File: src/rtl/game_step_ctrl.sv
`default_nettype none
// game_step_ctrl: runs fill, then tries four move directions in latched priority order,
// committing the first movable board or flagging the board stuck. Revision 1.0
module game_step_ctrl #(
  parameter int SETTLE_CYCLES = 1,
  parameter int FILL_TIMEOUT  = 64,
  parameter int MOVE_CNT_W    = 16
) (
  input  logic                  clk,
  input  logic                  rst,
  input  logic                  start,
  input  logic [7:0]            mov_seq,
  input  logic                  fill_done,
  input  logic                  movable,
  output logic                  fill_rst,
  output logic [1:0]            mov_dir,
  output logic                  ram_we,
  output logic                  busy,
  output logic                  calc_done,
  output logic                  stuck,
  output logic                  fill_err,
  output logic [MOVE_CNT_W-1:0] move_count
);

  localparam int              WAIT_W    = (FILL_TIMEOUT < 2) ? 1 : $clog2(FILL_TIMEOUT + 1);
  localparam logic [WAIT_W:0] TIMEOUT_V = (WAIT_W + 1)'(FILL_TIMEOUT);
  localparam logic [2:0]      SETTLE_V  = 3'(SETTLE_CYCLES);

  typedef enum logic [2:0] {
    S_IDLE, S_FILL_START, S_FILL_WAIT, S_TRY, S_COMMIT, S_DONE, S_STUCK, S_ERR
  } state_t;

  state_t                  state_q, state_d;
  logic [7:0]              seq_q, seq_d;
  logic [1:0]              idx_q, idx_d;
  logic [2:0]              settle_q, settle_d;
  logic [WAIT_W-1:0]       wait_q, wait_d;
  logic [WAIT_W:0]         wait_inc;
  logic                    fill_rst_q, fill_rst_d;
  logic [1:0]              mov_dir_q, mov_dir_d;
  logic                    ram_we_q, ram_we_d;
  logic                    busy_q, busy_d;
  logic                    calc_done_q, calc_done_d;
  logic                    stuck_q, stuck_d;
  logic                    fill_err_q, fill_err_d;
  logic [MOVE_CNT_W-1:0]   move_count_q, move_count_d;

  always_comb begin
    state_d      = state_q;
    seq_d        = seq_q;
    idx_d        = idx_q;
    settle_d     = settle_q;
    wait_d       = wait_q;
    stuck_d      = stuck_q;
    fill_err_d   = fill_err_q;
    move_count_d = move_count_q;
    wait_inc     = {1'b0, wait_q} + (WAIT_W + 1)'(1);

    case (state_q)
      S_IDLE: begin
        if (start) begin
          seq_d      = mov_seq;
          stuck_d    = 1'b0;
          fill_err_d = 1'b0;
          state_d    = S_FILL_START;
        end
      end
      S_FILL_START: begin
        wait_d  = '0;
        state_d = S_FILL_WAIT;
      end
      S_FILL_WAIT: begin
        if (fill_done) begin
          idx_d    = 2'd0;
          settle_d = 3'd0;
          state_d  = S_TRY;
        end else if (FILL_TIMEOUT != 0) begin
          wait_d = wait_inc[WAIT_W-1:0];
          if (wait_inc == TIMEOUT_V) begin
            fill_err_d = 1'b1;
            state_d    = S_ERR;
          end
        end
      end
      S_TRY: begin
        // movable is only trusted in the last settle cycle of each direction
        if (settle_q != SETTLE_V) begin
          settle_d = settle_q + 3'd1;
        end else if (movable) begin
          state_d = S_COMMIT;
        end else if (idx_q != 2'd3) begin
          idx_d    = idx_q + 2'd1;
          settle_d = 3'd0;
        end else begin
          stuck_d = 1'b1;
          state_d = S_STUCK;
        end
      end
      S_COMMIT: begin
        if (move_count_q != {MOVE_CNT_W{1'b1}}) move_count_d = move_count_q + MOVE_CNT_W'(1);
        state_d = S_DONE;
      end
      S_DONE, S_STUCK, S_ERR: state_d = S_IDLE;
      default:                state_d = S_IDLE;
    endcase

    // outputs are registered from the next state so they align with it
    fill_rst_d  = !(state_d inside {S_FILL_WAIT, S_TRY, S_COMMIT});
    mov_dir_d   = (state_d == S_TRY) ? seq_d[{idx_d, 1'b0} +: 2] : mov_dir_q;
    ram_we_d    = (state_d == S_COMMIT);
    busy_d      = (state_d != S_IDLE);
    calc_done_d = (state_d inside {S_DONE, S_STUCK, S_ERR});
  end

  always_ff @(posedge clk) begin
    if (!rst) begin
      state_q      <= S_IDLE;
      seq_q        <= 8'd0;
      idx_q        <= 2'd0;
      settle_q     <= 3'd0;
      wait_q       <= '0;
      fill_rst_q   <= 1'b1;
      mov_dir_q    <= 2'd0;
      ram_we_q     <= 1'b0;
      busy_q       <= 1'b0;
      calc_done_q  <= 1'b0;
      stuck_q      <= 1'b0;
      fill_err_q   <= 1'b0;
      move_count_q <= '0;
    end else begin
      state_q      <= state_d;
      seq_q        <= seq_d;
      idx_q        <= idx_d;
      settle_q     <= settle_d;
      wait_q       <= wait_d;
      fill_rst_q   <= fill_rst_d;
      mov_dir_q    <= mov_dir_d;
      ram_we_q     <= ram_we_d;
      busy_q       <= busy_d;
      calc_done_q  <= calc_done_d;
      stuck_q      <= stuck_d;
      fill_err_q   <= fill_err_d;
      move_count_q <= move_count_d;
    end
  end

  assign fill_rst   = fill_rst_q;
  assign mov_dir    = mov_dir_q;
  assign ram_we     = ram_we_q;
  assign busy       = busy_q;
  assign calc_done  = calc_done_q;
  assign stuck      = stuck_q;
  assign fill_err   = fill_err_q;
  assign move_count = move_count_q;

endmodule
`default_nettype wire

File: config.mk
export PLATFORM = sky130hd
export DESIGN_NAME = game_step_ctrl
export DESIGN_NICKNAME = d
export VERILOG_FILES = /design/src/rtl/game_step_ctrl.sv
export SDC_FILE = /design/constraint.sdc
export NUM_CORES = 1
export LEC_CHECK = 0
export ABC_AREA = 1
export ABC_CLOCK_PERIOD_IN_PS = 2150
export CAP_MARGIN = 20
export CORE_UTILIZATION = 35
export CTS_CLUSTER_SIZE = 20
export DETAILED_ROUTE_END_ITERATION = 10
export GPL_ROUTABILITY_DRIVEN = 1
export SLEW_MARGIN = 20
export SYNTH_ARGS = -nofsm -noshare
export SYNTH_HDL_FRONTEND = slang
export SYNTH_SLANG_ARGS = --single-unit
File: constraint.sdc
create_clock -name clk -period 2.15 [get_ports clk]
set_clock_uncertainty 0.1 [all_clocks]
set_input_delay 0.215 -clock clk [delete_from_list [all_inputs] [get_ports clk]]
set_output_delay 0.215 -clock clk [all_outputs]
set_load 0.01 [all_outputs]
==> PnR_summary.wiki <==
=== Synthesis and place and route ===
{| class="wikitable"
! Metric !! Value
|-
| Clock sink count || 47
|-
| R2r endpoint || fill_rst
|-
| Cell count listed in synth_stat.txt || 360
|-
| Met3 wire length || around 230 um
|-
| Area of the mapped netlist || about 0.0024 mm^2
|-
| Relative slew margins || around 73%
|-
| List of cells traversed by the critical path || ha_1, nand2_1, o21ai_1, nand3_1, nor2_1, nand3_1, nand2_1, nand2_2, nor2_2, nor2_1
|-
| Count of TritonRoute iterations in the first routing pass || 8
|-
| Slack of the critical path || 0.294 ns
|-
| Top cells, area || dfxtp_1 39%, nand2_1 14%, inv_1 7.5%
|-
| Switching power || 0.000498 W
|-
| Number of hold-repair buffers added at the cts stage || 0
|-
| Static Leakage || 1.20 nW
|-
| Number of storage elements in the synthesis netlist || approximately 47
|-
| Largest net degree at the start of global routing || 23
|-
| CP Data Arrival Time || 1.96 ns
|-
| Warnings, synthesis || 0
|-
| Number of OpenROAD warnings || 26
|-
| Seq/total area || between 30% and 40%
|-
| Final RePlAce weighted congestion || 0.828
|-
| Area fraction in mux cells || 0%
|-
| Met2 routed WL || 2320 um
|-
| Area share of and-or/or-and cells after synthesis || 12.6%
|-
| Outcome || finished with violations
|-
| Diodes inserted || 0
|-
| Setup Fix Bufs, Post-CTS || 0
|-
| Top metal layer carrying routed signals || met4
|-
| Worst hold margin || 0.349 ns
|-
| Top cells by count || 92 x nand2_1, 48 x inv_1, 47 x dfxtp_1, 35 x nor2_1, 26 x nand3_1
|-
| Final worst-path cycle share || 86.3%
|-
| Width of the die || 84.8 um
|-
| Nets || about 420
|-
| Number of multi-input logic gates || roughly 250
|-
| Met1 layer usage reported by global route || a little over a fifth
|-
| Initial antenna violation count || 0
|-
| Top cell type by instance count after synthesis || nand2_1
|-
| Htree depth || 2
|-
| M3 GR Usage || 3.34%
|-
| Post-synthesis chip area from yosys || 0.00240 mm^2
|-
| Final hold violation count || 0
|-
| Post-synth tally of flip-flops with integrated enable || 0
|-
| Vias in the first global route || 2,042
|-
| Count of clock-net buffers in the final layout || 7
|-
| Number of cells on the worst hold path || 2
|-
| Tightest Hold Check Type || flip-flop to flip-flop
|-
| Maximum clock insertion buffer count || 2
|-
| Setup slack on the worst flop-to-flop path || around 0.29 ns
|-
| Layout overhead on the synthesized area || 23.7%
|-
| Max-cap violations || 0
|-
| Full die area || 0.00719 mm^2
|-
| Most crowded layer after global routing || met2
|-
| Comb gate area || 0.00122 mm^2
|-
| Clk Tree Root Cell || clkbuf_8
|-
| Highest-delay cell along the critical path || dfxtp_1
|-
| Max Fanout on Critical Path || 5
|-
| Layout Cells excl Fill || 483
|-
| Clock tree from TritonCTS || yes
|-
| RSZ-0062 raised after global routing || no
|-
| Logic depth of the worst setup path including buffers || 10
|-
| Setup_tns || 0 ns
|-
| Post-layout instance area || 0.00297 mm^2
|-
| Reg-to-Reg Start || wait_q[0]
|-
| Share of async-settable or async-resettable flops after synthesis || 0%
|-
| Worst Hold Endpoint || stuck
|-
| CP startpoint kind || flip-flop
|-
| Maximum clock frequency || 0.539 GHz
|-
| Placed cell count || 475
|-
| Tightest Pin Transition || 0.402 ns
|-
| I/O pins || 37
|-
| Ratio of cells with drive above 1 in the final layout || under 10%
|-
| Tap Cells || roughly 77
|-
| DRC viols || 3
|-
| Number of buffers inserted during clock tree synthesis || 5
|-
| Clock distribution area overhead in the final layout || 2.74%
|-
| Launch point of the worst hold path || stuck
|-
| Synth unique cells || 31
|-
| Sequential cell area || 941 um^2
|-
| Overall overflow remaining after global route || 0
|-
| Final critical delay including setup and external delays || 1.86 ns
|-
| Number of instances in the synthesized netlist || around 360
|-
| Power consumed by combinational cells || roughly 0.00030 W
|-
| Sequential area share after synthesis || about two fifths
|-
| Reg power frac || 53.1%
|-
| Violated checks || design-rule violations
|-
| Number of vias in the routed layout || 2,292
|-
| Average instance area after synthesis || 6.66 um^2
|-
| Instance area at placement || 0.00289 mm^2
|-
| Via/cell ratio || 4.75
|}
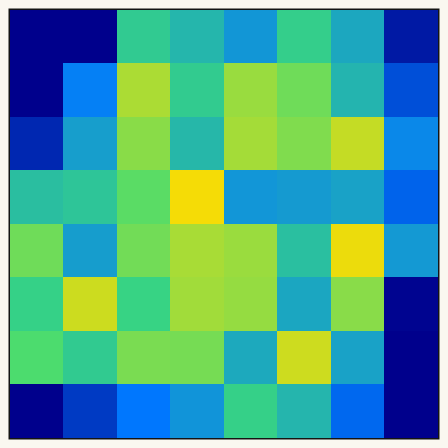
(images/density.png)
8 x 8 tiles, from dark blue (low) to red (high), 0 to 100% covered.
emptiest ninth of the die	north-west
fullest tile	74%
densest ninth of the die	center
placeable core area: 0.00649 mm^2
Layout Utilization: 45.7%
starting density of the core: 36.9%

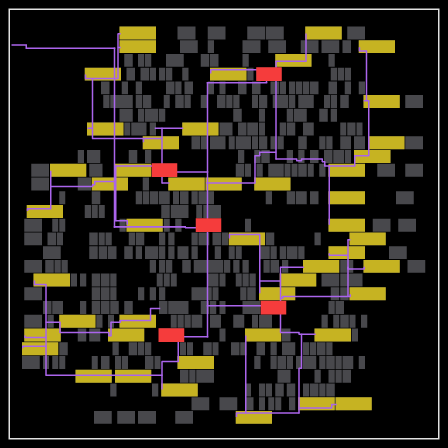
(images/clock_map.png)
[purple] clock wires | length: 639 um
[red] cells driving clock nets | count: 5
[yellow] flip-flops | count: 47
flops lie	spread over the die
share of power burned in the clock network: 29.8%
Clock Power: 0.000526 W

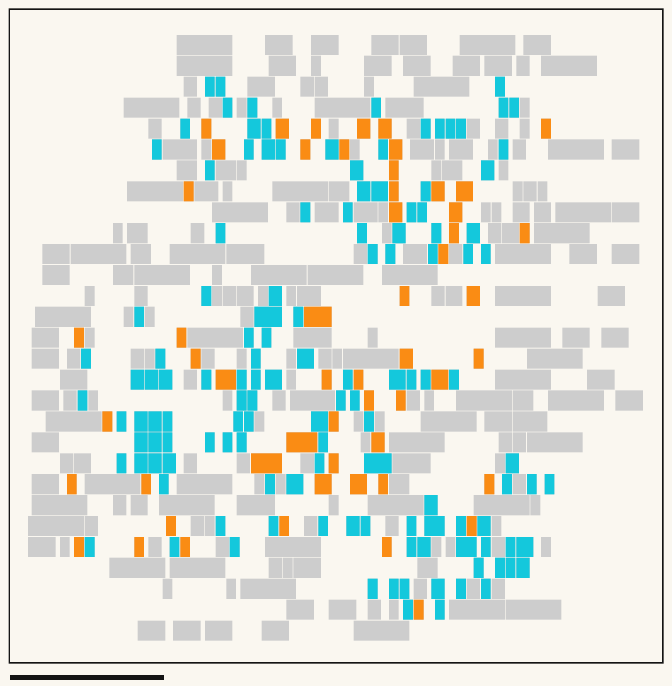
(images/gate_families.png)
Scale bar: 20 um.
color	family	cells	most used
cyan	NAND gates	129	nand2_1
orange	NOR gates	54	nor2_1
Comb area share: 41.3%
most common logic cell in the routed design: nand2_1

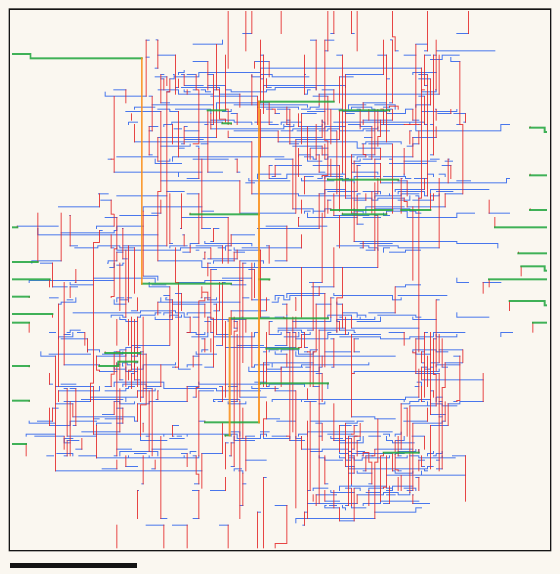
(images/metal_stack.png)
Scale bar: 20 um.
color	layer	wire length
blue	met1	2,610 um
green	met3	233 um
orange	met4	104 um
red	met2	2,320 um
Routed WL per cell: 10.9 um
Detailed Route WL: 5260 um

Power and IR drop assume default switching activity.
